===== src/rtl/mvma_pkg.sv =====
`default_nettype none
// ============================================================================
//  Module      : mvma_pkg
//  Description : Shared constants and types for the MVMA stream feeder.
//                K        - matrix dimension
//                DW / OW  - operand / result widths
//                FL       - operand frame length (M, then B, then X)
//  Revision    : 1.0 - initial release
// ============================================================================
package mvma_pkg;
  localparam int K  = 4;
  localparam int DW = 8;
  localparam int OW = 16;
  localparam int FL = K * K + 2 * K;
  localparam int AW = $clog2(FL);
  localparam int KW = $clog2(K);

  typedef enum logic [1:0] {IDLE, SEND, RECV, DONE} feeder_state_t;

  typedef logic signed [DW-1:0] operand_t;
  typedef logic signed [OW-1:0] result_t;
endpackage
`default_nettype wire


===== src/rtl/mvma_operand_buf.sv =====
`default_nettype none
// ============================================================================
//  Module      : mvma_operand_buf
//  Description : FL x DW operand register file, one synchronous write port
//                and one combinational read port. Not reset, so a frame
//                survives a reset and can be resent.
//  Ports       : clk      - clock
//                we_i     - write enable
//                waddr_i  - write index (out-of-range indices are dropped)
//                wdata_i  - write data
//                raddr_i  - read index
//                rdata_o  - read data (combinational)
//  Revision    : 1.0 - initial release
// ============================================================================
module mvma_operand_buf
  import mvma_pkg::*;
(
  input  logic          clk,
  input  logic          we_i,
  input  logic [AW-1:0] waddr_i,
  input  logic [DW-1:0] wdata_i,
  input  logic [AW-1:0] raddr_i,
  output logic [DW-1:0] rdata_o
);

  operand_t mem_q [FL];

  always_ff @(posedge clk) begin
    if (we_i && (32'(waddr_i) < FL)) begin
      mem_q[waddr_i] <= operand_t'(wdata_i);
    end
  end

  assign rdata_o = mem_q[raddr_i];

endmodule
`default_nettype wire


===== src/rtl/mvma_stream_feeder.sv =====
`default_nettype none
// ============================================================================
//  Module      : mvma_stream_feeder
//  Description : Host-side feeder for the KxK matrix-vector-multiply-add
//                accelerator. Streams a stored operand frame (M row-major,
//                B, X) over a valid/ready master port, then collects K
//                results plus overflow flags over a valid/ready slave port.
//  Ports       : clk, reset (async, active-low)
//                wr_en/wr_addr/wr_data  - host operand writes (IDLE/DONE only)
//                start                  - send request (IDLE/DONE only)
//                stall_tx / stall_rx    - transmit / receive throttles
//                m_valid/m_ready/m_data - operand stream out
//                r_valid/r_ready/r_data/r_ovf - result stream in
//                rd_addr/rd_data/rd_ovf - result readback
//                busy (SEND or RECV), done (DONE)
//  Revision    : 1.0 - initial release
// ============================================================================
module mvma_stream_feeder
  import mvma_pkg::*;
(
  input  logic          clk,
  input  logic          reset,
  input  logic          wr_en,
  input  logic [AW-1:0] wr_addr,
  input  logic [DW-1:0] wr_data,
  input  logic          start,
  input  logic          stall_tx,
  input  logic          stall_rx,
  output logic          m_valid,
  input  logic          m_ready,
  output logic [DW-1:0] m_data,
  input  logic          r_valid,
  output logic          r_ready,
  input  logic [OW-1:0] r_data,
  input  logic          r_ovf,
  input  logic [KW-1:0] rd_addr,
  output logic [OW-1:0] rd_data,
  output logic          rd_ovf,
  output logic          busy,
  output logic          done
);

  localparam logic [AW-1:0] TX_LAST = AW'(FL - 1);
  localparam logic [KW-1:0] RX_LAST = KW'(K - 1);

  feeder_state_t state_q, state_d;
  logic [AW-1:0] tx_cnt_q, tx_cnt_d;
  logic [KW-1:0] rx_cnt_q, rx_cnt_d;
  logic          m_valid_q, m_valid_d;
  result_t       res_q [K];
  result_t       res_d [K];
  logic [K-1:0]  ovf_q, ovf_d;

  logic tx_hs;
  logic rx_hs;
  logic host_ok;

  assign host_ok = (state_q == IDLE) || (state_q == DONE);
  assign tx_hs   = m_valid_q && m_ready;
  assign r_ready = (state_q == RECV) && !stall_rx;
  assign rx_hs   = r_valid && r_ready;

  mvma_operand_buf u_buf (
    .clk     (clk),
    .we_i    (wr_en && host_ok),
    .waddr_i (wr_addr),
    .wdata_i (wr_data),
    .raddr_i (tx_cnt_q),
    .rdata_o (m_data)
  );

  always_comb begin
    state_d   = state_q;
    tx_cnt_d  = tx_cnt_q;
    rx_cnt_d  = rx_cnt_q;
    m_valid_d = 1'b0;
    res_d     = res_q;
    ovf_d     = ovf_q;

    case (state_q)
      IDLE: begin
        if (start) begin
          state_d  = SEND;
          tx_cnt_d = '0;
        end
      end

      SEND: begin
        if (tx_hs) begin
          if (tx_cnt_q == TX_LAST) begin
            // Last byte accepted: m_valid falls, counter holds (saturates).
            state_d  = RECV;
            rx_cnt_d = '0;
          end else begin
            tx_cnt_d  = tx_cnt_q + AW'(1);
            m_valid_d = !stall_tx;
          end
        end else begin
          // A pending offer is never withdrawn; stall_tx only gates raising.
          m_valid_d = m_valid_q || !stall_tx;
        end
      end

      RECV: begin
        if (rx_hs) begin
          res_d[rx_cnt_q] = result_t'(r_data);
          ovf_d[rx_cnt_q] = r_ovf;
          if (rx_cnt_q == RX_LAST) begin
            state_d = DONE;
          end else begin
            rx_cnt_d = rx_cnt_q + KW'(1);
          end
        end
      end

      DONE: begin
        if (start) begin
          state_d  = SEND;
          tx_cnt_d = '0;
          for (int i = 0; i < K; i++) begin
            res_d[i] = '0;
          end
          ovf_d = '0;
        end
      end

      default: state_d = IDLE;
    endcase
  end

  always_ff @(posedge clk or negedge reset) begin
    if (!reset) begin
      state_q   <= IDLE;
      tx_cnt_q  <= '0;
      rx_cnt_q  <= '0;
      m_valid_q <= 1'b0;
      for (int i = 0; i < K; i++) begin
        res_q[i] <= '0;
      end
      ovf_q     <= '0;
    end else begin
      state_q   <= state_d;
      tx_cnt_q  <= tx_cnt_d;
      rx_cnt_q  <= rx_cnt_d;
      m_valid_q <= m_valid_d;
      res_q     <= res_d;
      ovf_q     <= ovf_d;
    end
  end

  assign m_valid = m_valid_q;
  assign rd_data = res_q[rd_addr];
  assign rd_ovf  = ovf_q[rd_addr];
  assign busy    = (state_q == SEND) || (state_q == RECV);
  assign done    = (state_q == DONE);

endmodule
`default_nettype wire


===== config.mk =====
export PLATFORM = sky130hd
export DESIGN_NAME = mvma_stream_feeder
export DESIGN_NICKNAME = d
export VERILOG_FILES = /design/src/rtl/mvma_pkg.sv /design/src/rtl/mvma_operand_buf.sv /design/src/rtl/mvma_stream_feeder.sv
export SDC_FILE = /design/constraint.sdc
export NUM_CORES = 1
export LEC_CHECK = 0
export CORE_ASPECT_RATIO = 0.6
export CORE_MARGIN = 5
export CORE_UTILIZATION = 42
export DETAILED_ROUTE_END_ITERATION = 8
export SLEW_MARGIN = 20
export SYNTH_ARGS = -nofsm -noshare
export SYNTH_HDL_FRONTEND = slang
export SYNTH_SLANG_ARGS = --single-unit

===== constraint.sdc =====
create_clock -name clk -period 5.4 [get_ports clk]
set_input_delay 1.08 -clock clk [delete_from_list [all_inputs] [get_ports clk]]
set_output_delay 1.08 -clock clk [all_outputs]
set_load 0.01 [all_outputs]

Fig. 1: close-up of the layout
The bar under the picture is 10 µm long. Region (95, 53) to (125, 83) µm. Cells in grey, sequential cells in the stronger grey; small squares are vias.
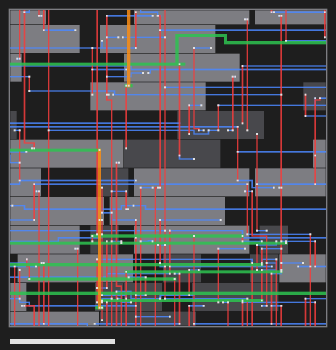
| layer | colour |
|---|---|
| M3 | green |
| M4 | orange |
| M2 | red |
| M1 | blue |
sequential cells in the window: 15
most frequent: edfxtp_1 (15)
cells with their middle in the window: 27
netlist names of flops here include: u_buf.mem_q (15)

Fig. 2: met4 routing
Supply wires on this layer in grey.
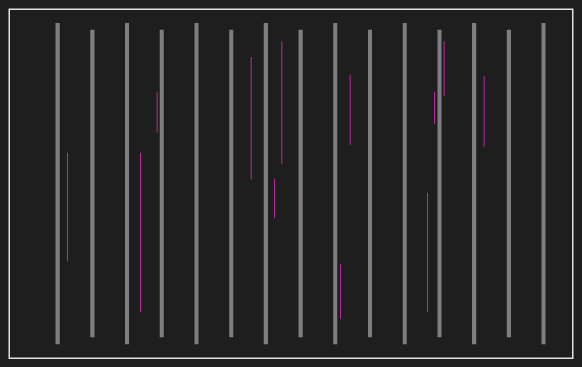
nets with wire on the layer: 5
main direction: vertical
share of all routed wire: 1.5%
number of vias in the routed layout: 6313
sum of routed wire length over all layers: 26600 µm

==> Table 3: Implementation characteristics <==
Table: implementation figures

Parameter                              Value

Synthesis
  Post-Syn Area per Cell    about 17 µm²
  Post-Synth AOI/OAI Area    0.0944
  Synth top area share    0.520
  Number of enable flip-flop cells    about 190
  Post-synthesis cell type with the largest combined area    edfxtp_1
  Simple-gate area share of the yosys netlist    0.0401

Critical path
  Slowest stage cell on the critical path    dfrtp_1
  Kind of cell adding the most delay to the critical path    flip-flops
  Top fanout value on the critical path    20
  Reg2reg setup slack    2.23 ns
  Destination of the critical timing path    m_data[0]
  Logic depth of the worst register-to-register path    6
  Setup Crit Path Kind    reg2out

Placement
  Area after DPL    ~12000 µm²
  Dpl hpwl    around 17000 µm
  Worst setup timing slack at the placement stage    approximately 1.2 ns
  Instance count after placement with tap cells included    1044

Finish
  Most common logic cells in the final layout    edfxtp_1 (192), dfrtp_1 (77), a22o_1 (67)
  Core occupancy in the finished layout    0.493
  Count of fill cells added during filler insertion    about 2200
  Most numerous logic cell after layout    edfxtp_1
  Portion of the layout cell area used by non-clock buffers    0.0571

Worst hold path
  Worst hold-check path type    reg2reg

CTS
  Maximum root-to-sink buffer count    3
  Cts repair resizes    0

Pwr
  Sw Ratio    0.310
  Logic power comb    between 1.5 and 2 mW
  Leakage power total    about 4.5 nW

Drt
  Uppermost metal layer occupied by signal nets    met4
  First-pass iteration count of the detailed router    5
  Number of nets with antenna violations after detailed routing    0
  Met2 WL    11500 µm

Final timing
  Fmax    about 210 MHz
  Final number of hold-violating endpoints    0
  Least-Margin Pin Slew    1.03 ns

Global routing
  Grt peak-use layer    met1
  Met2 routing resource usage after global routing    0.254
  M1 GR Usage    0.280
  Number of antenna violations at the first check in global routing    0

Floorplanning
  Die Wd    roughly 220 µm
  Ports placed on the boundary    approximately 69
  Inserted tap cell count    360

Outcome
  Run status    complete, no violations
Power figures rest on the tool's default switching activity, not on a simulated workload.
